Figure 1. The metal 1 layer.
Bar = 20 um. Supply wires on this layer in grey.
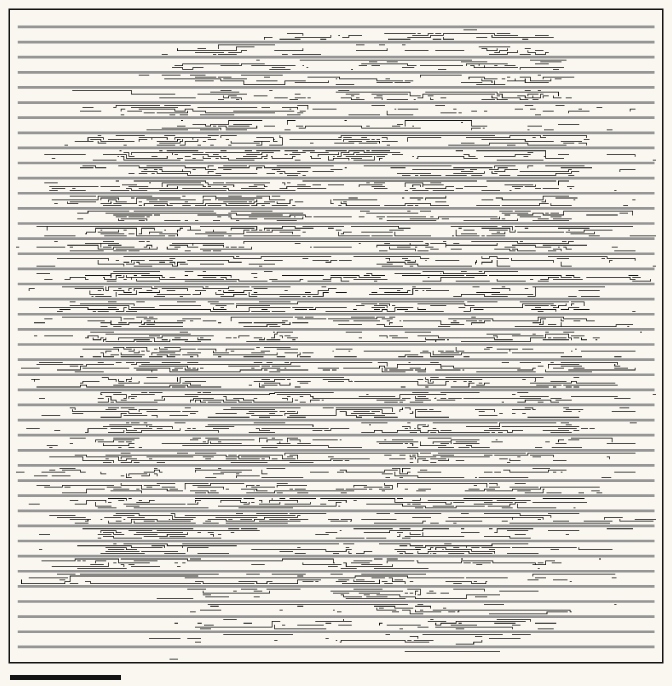
Figure 2. The metal 2 layer.
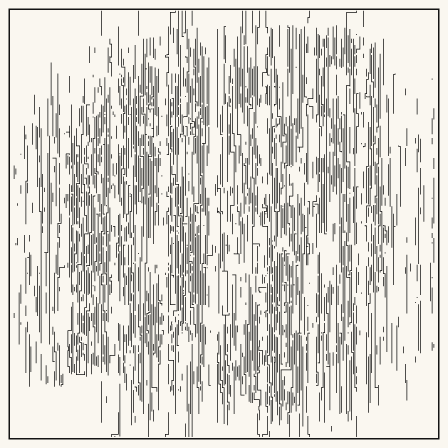
[src/rtl/maxpool_2x2_if.sv]
// Stream interface for maxpool_2x2: raster-order float32 samples in, pooled results out.
// The master drives the sample side; the slave (the pooling block) drives the result side.
interface maxpool_2x2_if;
  logic        input_valid;
  logic        i_sof;
  logic [31:0] data_in;
  logic        output_valid;
  logic [31:0] data_out;
  logic        o_sof;

  modport master (
    output input_valid, i_sof, data_in,
    input  output_valid, data_out, o_sof
  );

  modport slave (
    input  input_valid, i_sof, data_in,
    output output_valid, data_out, o_sof
  );
endinterface

[src/rtl/maxpool_2x2.sv]
// 2x2 stride-2 float32 max pooling over a raster stream, with a half-width line buffer.
// Define MAXPOOL_SIGNED_CMP_EN for a full signed float compare; the default compares magnitudes only.
module maxpool_2x2 #(
  parameter int input_x = 4,
  parameter int input_y = 4
) (
  input  logic         clk,
  input  logic         rst,
  maxpool_2x2_if.slave bus
);
  localparam int CW = (input_x > 2) ? $clog2(input_x) : 1;
  localparam int RW = (input_y > 2) ? $clog2(input_y) : 1;
  localparam int LB = input_x / 2;
  localparam int LW = (LB > 1) ? $clog2(LB) : 1;
  localparam logic [CW-1:0] COL_LAST = CW'(input_x - 1);
  localparam logic [RW-1:0] ROW_LAST = RW'(input_y - 1);

  // True only when b strictly beats a, so ties always keep the earlier operand a.
  function automatic logic b_wins(input logic [31:0] a, input logic [31:0] b);
    logic r;
`ifdef MAXPOOL_SIGNED_CMP_EN
    if (a[31] != b[31]) begin
      if ((a[30:0] == 31'd0) && (b[30:0] == 31'd0)) begin
        r = 1'b0;
      end else begin
        r = a[31];
      end
    end else if (a[31]) begin
      r = (b[30:0] < a[30:0]);
    end else begin
      r = (b[30:0] > a[30:0]);
    end
`else
    r = ((b & 32'h7FFF_FFFF) > (a & 32'h7FFF_FFFF));
`endif
    return r;
  endfunction

  function automatic logic [31:0] fmax(input logic [31:0] a, input logic [31:0] b);
    return b_wins(a, b) ? b : a;
  endfunction

  logic [CW-1:0] col_cnt_q, col_cnt_d, col_cur_s;
  logic [RW-1:0] row_cnt_q, row_cnt_d, row_cur_s;
  logic [31:0]   pair_q, pair_d, pair_max_s;
  logic [31:0]   linebuf_q [LB];
  logic          lb_we_s;
  logic [LW-1:0] lb_idx_s;
  logic [31:0]   lb_wdata_s;
  logic          output_valid_q, output_valid_d;
  logic          o_sof_q, o_sof_d;
  logic [31:0]   data_out_q, data_out_d;

  // Window position, counter advance, pair/line-buffer capture and result formation.
  always_comb begin
    col_cur_s      = bus.i_sof ? '0 : col_cnt_q;
    row_cur_s      = bus.i_sof ? '0 : row_cnt_q;
    lb_idx_s       = LW'(col_cur_s >> 1);
    pair_max_s     = fmax(pair_q, bus.data_in);
    col_cnt_d      = col_cnt_q;
    row_cnt_d      = row_cnt_q;
    pair_d         = pair_q;
    lb_we_s        = 1'b0;
    lb_wdata_s     = pair_max_s;
    output_valid_d = 1'b0;
    o_sof_d        = 1'b0;
    data_out_d     = 32'd0;
    if (bus.input_valid) begin
      if (col_cur_s == COL_LAST) begin
        col_cnt_d = '0;
        row_cnt_d = (row_cur_s == ROW_LAST) ? '0 : row_cur_s + RW'(1);
      end else begin
        col_cnt_d = col_cur_s + CW'(1);
        row_cnt_d = row_cur_s;
      end
      if (!col_cur_s[0]) begin
        pair_d = bus.data_in;
      end else if (!row_cur_s[0]) begin
        lb_we_s = 1'b1;
      end else begin
        output_valid_d = 1'b1;
        data_out_d     = fmax(linebuf_q[lb_idx_s], pair_max_s);
        o_sof_d        = (row_cur_s == RW'(1)) && (col_cur_s == CW'(1));
      end
    end else begin
      output_valid_d = 1'b0;
    end
  end

  // Counters, pair register and registered outputs.
  always_ff @(posedge clk or posedge rst) begin
    if (rst) begin
      col_cnt_q      <= '0;
      row_cnt_q      <= '0;
      pair_q         <= 32'd0;
      output_valid_q <= 1'b0;
      o_sof_q        <= 1'b0;
      data_out_q     <= 32'd0;
    end else begin
      col_cnt_q      <= col_cnt_d;
      row_cnt_q      <= row_cnt_d;
      pair_q         <= pair_d;
      output_valid_q <= output_valid_d;
      o_sof_q        <= o_sof_d;
      data_out_q     <= data_out_d;
    end
  end

  // Line buffer is never reset: every entry is written on an even row before the odd row reads it.
  always_ff @(posedge clk) begin
    if (lb_we_s) begin
      linebuf_q[lb_idx_s] <= lb_wdata_s;
    end
  end

  assign bus.output_valid = output_valid_q;
  assign bus.o_sof        = o_sof_q;
  assign bus.data_out     = data_out_q;
endmodule
[src/flat_wrapper.sv]
// flat-port wrapper written by rule: the top's interface ports become plain ports
module maxpool_2x2_flat 
#(
  parameter int input_x = 4,
  parameter int input_y = 4
)
  (clk, rst, bus_input_valid, bus_i_sof, bus_data_in, bus_output_valid, bus_data_out, bus_o_sof);
  maxpool_2x2_if bus_i ();
  input  logic clk;
  input  logic rst;
  input wire logic [$bits(bus_i.input_valid)-1:0] bus_input_valid;
  input wire logic [$bits(bus_i.i_sof)-1:0] bus_i_sof;
  input wire logic [$bits(bus_i.data_in)-1:0] bus_data_in;
  output wire logic [$bits(bus_i.output_valid)-1:0] bus_output_valid;
  output wire logic [$bits(bus_i.data_out)-1:0] bus_data_out;
  output wire logic [$bits(bus_i.o_sof)-1:0] bus_o_sof;
  assign bus_i.input_valid = bus_input_valid;
  assign bus_i.i_sof = bus_i_sof;
  assign bus_i.data_in = bus_data_in;
  assign bus_output_valid = bus_i.output_valid;
  assign bus_data_out = bus_i.data_out;
  assign bus_o_sof = bus_i.o_sof;
  maxpool_2x2 #(.input_x(input_x), .input_y(input_y)) u_core (.clk(clk), .rst(rst), .bus(bus_i));
endmodule
[config.mk]
export PLATFORM = sky130hd
export DESIGN_NAME = maxpool_2x2_flat
export DESIGN_NICKNAME = d
export VERILOG_FILES = /design/src/rtl/maxpool_2x2_if.sv /design/src/rtl/maxpool_2x2.sv /design/src/flat_wrapper.sv
export SDC_FILE = /design/constraint.sdc
export NUM_CORES = 1
export LEC_CHECK = 0
export CORE_MARGIN = 1
export CORE_UTILIZATION = 60
export CTS_CLUSTER_SIZE = 40
export DETAILED_ROUTE_END_ITERATION = 16
export PLACE_DENSITY = 0.87
export SYNTH_ARGS = -nofsm -noshare
export SYNTH_HDL_FRONTEND = slang
export SYNTH_SLANG_ARGS = --single-unit
[constraint.sdc]
create_clock -name clk -period 10.6 [get_ports clk]
set_input_delay 2.65 -clock clk [delete_from_list [all_inputs] [get_ports clk]]
set_output_delay 2.65 -clock clk [all_outputs]
set_load 0.005 [all_outputs]
==> deck_impl_summary.md <==
Run Summary

Die
  – Core outline area: 12800 um2
  – Rows: 41
  – Full die area: 13800 um2
  – Top-Level Pins: 70
  – Tapcells: 172
  – Die span in y: 117 um
  – FP Core Util: 62.4%

Hold path
  – Hold endpoint: u_core.col_cnt_q[0]
  – HP Start: u_core.col_cnt_q[0]
  – Hold depth: 1

Pwr
  – Psw: 733 uW
  – Tot Pwr: 2.00 mW
  – Sequential share of power: 32.2%
  – Combinational Power Share: 38.0%
  – Clock share of power: 29.9%
  – P_seq: 644 uW
  – Power in the clock group: 598 uW
  – Total combinational power: 760 uW

Synthesis
  – AND/OR/NAND/NOR Cells, Area Fraction: 6.78%
  – Yosys synthesis chip area: 7980 um2
  – Yosys reg bits: 134
  – Register share after synthesis: 46.1%
  – Synth Instances: 701
  – Area share, top type: 24.1%
  – Ys cells: 701
  – Yosys xor share: 0%
  – Synth Area per Inst: 11.4 um2
  – Synth warn: 0
  – Largest logic family: AND-OR/OR-AND gates
  – Synth area leader: edfxtp_1
  – Post-synth EDFFs: 64
  – Top cells by area: edfxtp_1, dfrtp_1, ha_1
  – Aoi share: 22.3%
  – Synth top cell by count: dfrtp_1
  – Synth top cells by count: dfrtp_1, ha_1, edfxtp_1, inv_1, a211oi_1
  – Adder Share, Synth: 10.2%

Final timing
  – Endpoints failing setup: 0
  – Max Fclk: 122 MHz
  – Max-slew violation count: 0
  – Worst hold slack: 0.492 ns
  – RSZ-0062 raised after global routing: false
  – PnR worst setup slack: 2.39 ns
  – Normalized max-slew margin: 11.5%
  – Worst Max-Slew Pin Slew: 1.33 ns
  – Tcrit/Tclk final: 77.5%

Clocking
  – CTS Buf Count: 17
  – H-tree levels: 4
  – Post-CTS Setup Bufs: 0
  – # resized after CTS: 0
  – Hold_buf cts: 0
  – Clock root buffer: clkbuf_16

Cells and area
  – Fill count: 804
  – Largest register FFs: 64
  – Register Area: 3670 um2
  – Seq_cells: 134
  – Area-dominant class: multi-input combinational cells
  – Logic area: 3830 um2
  – Diodes inserted: 0
  – Util after Layout: 73.6%
  – Seq/total area: 39.1%
  – ClkCell Share: 6.38%
  – Inverters excl. clock: 66
  – Largest reg by FF count: u_core.linebuf_q
  – Comb gates: 444
  – Clock buf count: 22
  – Non-clock buffering overhead: 8.87%
  – Most frequent logic cell in the layout: dfrtp_1
  – Most instantiated logic cells after routing: dfrtp_1, clkdlybuf4s50_1, ha_1, edfxtp_1

Flow run
  – Tool warnings: 27
  – MaxCap Viol Count: 0

Critical path
  – Slowest library cell on the worst path: and2_1
  – Arrival time worst endpoint: 8.45 ns
  – End of the critical path: u_core.bus.data_out[14]
  – Origin of the critical flop-to-flop path: u_core.pair_q[4]
  – CP max stage delay: 0.96 ns
  – Startpoint types: primary input
  – Critical path type: in -> reg
  – Critical path depth in cells: 17
  – Capturing point of the worst reg2reg path: u_core.bus.data_out[14]
  – Worst-path maximum fanout: 33
  – Worst R2R Path Depth: 17
  – Req. time, crit path: 10.84 ns
  – FF-to-FF setup slack: 4.70 ns
  – Cell Chain, Critical Path: clkdlybuf4s50_1 > ha_1 > a21oi_1 > a21oi_1 > o31a_1 > buf_4 > or4_1 > buf_4 > a311oi_2 > inv_1 > ha_1 > nand4_1 > nor4_1 > o31ai_1 > nand4_1 > and2_1 > a211oi_1
  – CP Capture Type: register

Drt
  – Met1 Routed Length: 8390 um
  – Wire per inst: 22.3 um
  – DR WL met3: 1730 um
  – Initial DRT Pass Iterations: 5
  – Initial DRC Count: 745
  – Detail Route Antenna Nets: 0
  – Vias/cell: 6.74
  – Met2 Routed Length: 10000 um

GRT
  – Initial antenna violation count: 0
  – GRT busiest layer: met2
  – Global-route wire length before repair: 33200 um
  – Met2 Track Usage GR: 53.5%
  – Met3 Resource Use GR: 6.95%
  – Gr ovfl total: 0
  – Largest net degree at the start of global routing: 71

Placement
  – Final HPWL DP: 13500 um
  – Cells after DPL: 904
  – Place WS: 2.11 ns
  – Port bufs: 69

Run status
  – Status: complete, no violations
About Figure 1:
longest straight run: 35.9 um
main direction: horizontal
nets with wire on the layer: 794
DR vias: 6304
DRT Wirelength: 20900 um
met1 Use GR: 42.5%

About Figure 2:
longest straight run: 57.1 um
wire length on this layer: 10000 um
share of all routed wire: 48%
main direction: vertical
nets with wire on the layer: 758

Power figures rest on the tool's default switching activity, not on a simulated workload.
